`src/rtl/wb_sram_ctrl.sv`:
```
// wb_sram_ctrl: Wishbone classic slave sequencing RW port 0 of sky130 32x512 OpenRAM banks.
// One transaction at a time: IDLE -> CMD -> (WAIT) -> ACK -> IDLE.
module wb_sram_ctrl #(
    parameter logic [31:0] BASE_ADDR = 32'h3000_0000,
    parameter int          NUM_BANKS = 2,
    parameter int          READ_WAIT = 1
) (
    input  logic                   wb_clk_i,
    input  logic                   wb_rst_ni,
    input  logic                   wbs_cyc_i,
    input  logic                   wbs_stb_i,
    input  logic                   wbs_we_i,
    input  logic [3:0]             wbs_sel_i,
    input  logic [31:0]            wbs_adr_i,
    input  logic [31:0]            wbs_dat_i,
    output logic                   wbs_ack_o,
    output logic [31:0]            wbs_dat_o,
    output logic [NUM_BANKS-1:0]   sram_csb0_o,
    output logic                   sram_web0_o,
    output logic [3:0]             sram_wmask0_o,
    output logic [8:0]             sram_addr0_o,
    output logic [31:0]            sram_din0_o,
    input  logic [32*NUM_BANKS-1:0] sram_dout0_i
);
    localparam int LB = $clog2(NUM_BANKS);
    localparam int BW = (LB == 0) ? 1 : LB;
    localparam logic [1:0] IDLE = 2'd0, CMD = 2'd1, WAIT = 2'd2, ACK = 2'd3;

    logic [1:0]    state;
    logic [1:0]    cnt;
    logic          we_q;
    logic [BW-1:0] bank_q;
    logic [31:0]   dat_q;
    logic [31:0]   bank_w;
    logic          hit;
    logic          req;
    logic          access;
    logic          unused;

    assign hit    = ((wbs_adr_i ^ BASE_ADDR) >> (11 + LB)) == 32'd0;
    assign req    = wbs_cyc_i && wbs_stb_i && hit;
    assign bank_w = (wbs_adr_i >> 11) & 32'(NUM_BANKS - 1);
    assign access = !wbs_we_i || (wbs_sel_i != 4'd0);
    assign unused = ^{wbs_adr_i[1:0], bank_w};

    assign wbs_dat_o = (state == ACK && !we_q) ? dat_q : 32'd0;

    always_ff @(posedge wb_clk_i or negedge wb_rst_ni) begin
        if (!wb_rst_ni) begin
            state         <= IDLE;
            cnt           <= 2'd0;
            we_q          <= 1'b0;
            bank_q        <= '0;
            dat_q         <= 32'd0;
            wbs_ack_o     <= 1'b0;
            sram_csb0_o   <= '1;
            sram_web0_o   <= 1'b1;
            sram_wmask0_o <= 4'd0;
            sram_addr0_o  <= 9'd0;
            sram_din0_o   <= 32'd0;
        end else begin
            wbs_ack_o <= 1'b0;
            case (state)
                IDLE: if (req) begin
                    state         <= CMD;
                    we_q          <= wbs_we_i;
                    bank_q        <= bank_w[BW-1:0];
                    sram_addr0_o  <= wbs_adr_i[10:2];
                    sram_din0_o   <= wbs_dat_i;
                    sram_wmask0_o <= wbs_sel_i;
                    sram_web0_o   <= !(wbs_we_i && access);
                    sram_csb0_o   <= access ? ~(NUM_BANKS'(1) << bank_w[BW-1:0]) : '1;
                end
                CMD: begin
                    sram_csb0_o   <= '1;
                    sram_web0_o   <= 1'b1;
                    sram_wmask0_o <= 4'd0;
                    cnt           <= 2'(READ_WAIT);
                    state         <= we_q ? ACK : WAIT;
                    wbs_ack_o     <= we_q && wbs_cyc_i;
                end
                WAIT: begin
                    cnt <= cnt - 2'd1;
                    if (cnt == 2'd1) begin
                        // macro output has been stable for READ_WAIT cycles since its sample edge
                        dat_q     <= sram_dout0_i[32*bank_q +: 32];
                        state     <= ACK;
                        wbs_ack_o <= wbs_cyc_i;
                    end
                end
                default: state <= IDLE;
            endcase
        end
    end
endmodule

```
`config.mk`:
```
export PLATFORM = sky130hd
export DESIGN_NAME = wb_sram_ctrl
export DESIGN_NICKNAME = d
export VERILOG_FILES = /design/src/rtl/wb_sram_ctrl.sv
export SDC_FILE = /design/constraint.sdc
export NUM_CORES = 1
export LEC_CHECK = 0
export ABC_CLOCK_PERIOD_IN_PS = 5600
export CAP_MARGIN = 5
export CORE_ASPECT_RATIO = 0.75
export CORE_UTILIZATION = 43
export DETAILED_ROUTE_END_ITERATION = 6
export GPL_TIMING_DRIVEN = 0
export PLACE_DENSITY = 0.87
export SYNTH_ARGS = -nofsm -noshare
export SYNTH_HDL_FRONTEND = slang
export SYNTH_SLANG_ARGS = --single-unit
```
`constraint.sdc`:
```
create_clock -name wb_clk_i -period 5.6 [get_ports wb_clk_i]
set_input_delay 1.68 -clock wb_clk_i [delete_from_list [all_inputs] [get_ports wb_clk_i]]
set_output_delay 1.68 -clock wb_clk_i [all_outputs]
set_load 0.05 [all_outputs]
```
Fig. 1: clock nets
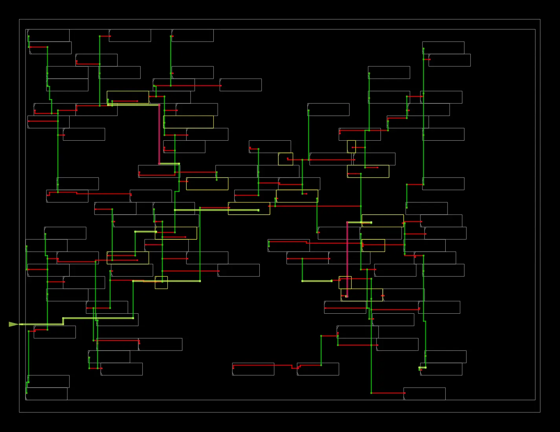
P_clk: 0.000591 W
layout clock buffer count: 10
worst clock skew: 0.00852 ns
clock latency at the later pin of the worst-skew pair: 0.33 ns
number of flip-flops and latches: 87

Fig. 2: drive-strength map
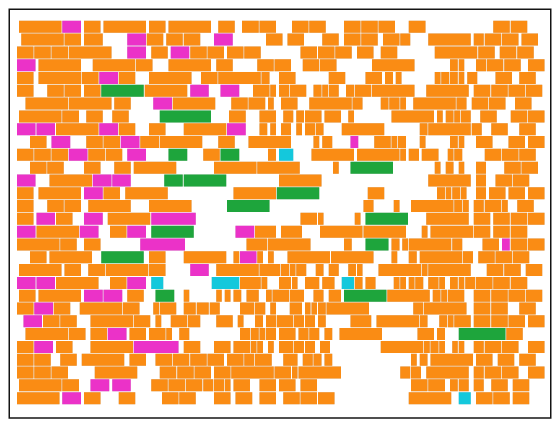
[orange] x1 and smaller | cells: 522 | share: 88%
[magenta] x2 | cells: 47 | share: 8.0%
[cyan] x3 and x4 | cells: 5 | share: 0.85%
[green] x6 and larger | cells: 16 | share: 2.7%
setup slack after layout: 1.25 ns
Non-Clock Buffer Count: 238
layout overhead on the synthesized area: 64.3%

Fig. 3: the metal 2 layer
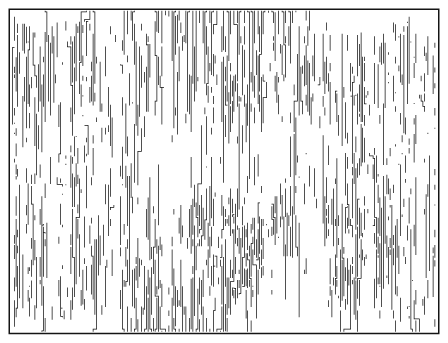
longest straight run: 44.7 um
nets with wire on the layer: 644
share of all routed wire: 50%
wire length on this layer: 5,860 um
Via Count: 3,572
met2 track demand over resource: 42.4%
total wire length: 11,600 um

==> impl_metrics.csv <==
group,metric,value,unit
outcome,result_of_the_run,"finished, final reports clean",
placement,detail_placement_hpwl,9160,um
grt,met3_usage,9.72,%
clocking,tritoncts,"built",
timing,setup_violations,0,
clocking,cts_hold_repair.buffers,0,
clocking,clk_root_buffer_cell,"sky130_fd_sc_hd__clkbuf_16",
timing,finalCritPeriodShare,77.7,%
clocking,numCtsBuffers,9,
die,die_h,86.5,um
synth,synthTopLogicFamily,"multiplexers",
die,design.portCount,218,
layout,multiInputCombCellCount,245,
placement,globalplace.congestion,0.805,
pwr,sequentialPower,0.000860,W
grt,grt_remaining_overflow,0,
worst_setup_path,timing.critical_path.from_type,"register",
placement,io_buffers,215,
pwr,gate_power_share,45.2,%
layout,drive_gt1_share,11.5,%
grt,grt.met1_usage,25.4,%
synth,edf_count,0,
die,taps,128,
synth,synth.net_count,502,
synth,synth-xor-area-share,0,%
synth,ys_dominant_reg_cell,"sky130_fd_sc_hd__dfrtp_1",
pwr,power_density_cells,393,nW/um2
pwr,top_power_group,"combinational cells",
layout,design.final.nets,729,
routing,ant_nets,0,
synth,synthesis.yosys.warnings,0,
synth,synth.yosys.num_cells,359,
grt,gr-usage-all-layers,23.4,%
synth,synthesis.instances,359,
routing,wl_per_cell,16.2,um
clocking,h_tree_depth_reported_by_cts,3,
job,timing.max_cap.violations,0,
synth,yosys_register_bits,87,
placement,numPlacedInstances,703,
layout,nNonClkInverters,5,
worst_setup_path,critical_path.max_fanout,10,
layout,area_share_nonclk_buffers,34.0,%
timing,slew_headroom,50.8,%
routing,drt-initial-drc-count,113,
timing,unrepaired_setup_endpoints_after_global_routing,"false",
worst_setup_path,cp_data_required_time,3.92,ns
clocking,clock_tree.buffer_depth,2,
synth,synth_area_per_cell,11.4,um2
routing,detailroute.wirelength.met2,5860,um
synth,synthSimpleGateAreaFrac,14.8,%
clocking,cts_post_setup_buffers_inserted,0,
routing,drt-vias-per-instance,4.97,
layout,antennaDiodeCount,0,
worst_setup_path,timing.setup.critical_path_class,"register to output port",
pwr,share_clk_of_total_power,22.3,%
Fig. 4: gate-type map
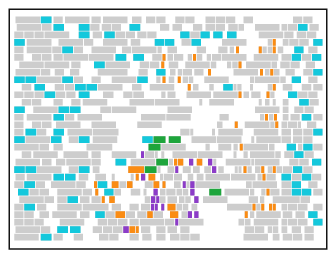
[green] fa/ha/maj cells | cells: 6 | where: centre
[purple] nand cells | cells: 20 | where: bottom centre
[cyan] mux cells | cells: 78 | where: all over the die
[orange] nor cells | cells: 52
Comb/total area: 26.5%
Final Instance Count excl. Fillers: 718
most used logic cell in the final layout: sky130_fd_sc_hd__clkdlybuf4s50_1

Fig. 5: placement by cell class
Scale bar: 20 um. Fill, decap, tap and diode cells in grey.
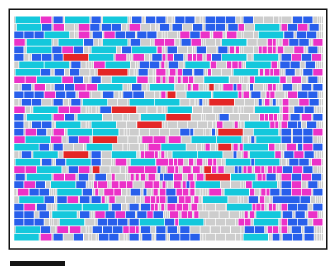
[blue] remaining buffers and delay cells | cells: 238 | share of their area: 35%
[magenta] remaining logic cells | cells: 250 | share of their area: 27%
[red] clock drivers and dummy loads | cells: 15 | share of their area: 4.5%
[cyan] registers | cells: 87 | share of their area: 33%
final core utilization: 73.5%
share of the final layout cell area in sequential cells: 32.4%
cell area after layout: 6730 um2
Core Footprint: 9160 um2

-- path summary, 6_finish.rpt --
| path | startpoint | endpoint | slack, ns | cells past startpoint |
|---|---|---|---|---|
| max | state[0] | wbs_dat_o[8] | 1.25 | 5 |
| min | sram_din0_o[6] | sram_din0_o[6] | 0.50 | 1 |
| min reg2reg | sram_din0_o[6] | sram_din0_o[6] | 0.50 | 1 |
| min in group asynchronous | wb_rst_ni | dat_q[5] | 1.34 | 1 |
| max reg2reg | state[1] | sram_din0_o[18] | 3.27 | 7 |
| max in group asynchronous | wb_rst_ni | dat_q[24] | 3.63 | 2 |
-- cell usage after synthesis, drive strengths merged, types with 3 or more instances --
cell	number	area, um2
a211oi	3	22.5
a21oi	33	165
a31oi	4	25.0
and2	37	231
buf	7	57.6
clkbuf	15	56.3
dfrtp	84	2100
dfstp	3	78.8
ha	6	75.1
inv	5	18.8
mux2	43	484
mux2i	35	350
nand2	8	30.0
nand3	11	55.1
nor2	39	146
nor2b	4	25.0
nor4	3	18.8
or3	4	25.0
-- registers in the layout, indices dropped and copies added, names as in the netlist --
name and count:
sram_wmask0_o 4, sram_din0_o 32, bank_q 1, we_q 1
sram_addr0_o 9, dat_q 32, wbs_ack_o 1, cnt 2
state 2, sram_csb0_o 2, sram_web0_o 1
-- critical path: cells and delay by family (launching register included) --
family / cells / cell delay [ns]
simple gates: 2 / 0.58
flops: 1 / 0.44
fa+ha+maj: 1 / 0.17
buf+inv: 2 / 1.15
-- per-stage QoR --
step	setup TNS (ns)	hold slack (ns)	instance area [um2]
final	0	0.499	6730
after global routing	0	0.517	6730
after CTS	0	0.501	6730
after detailed placement	0	0.482	6430
after global placement	-12.94	0.467	6410
after floorplan	0	0.487	4100
Power and IR drop assume default switching activity.
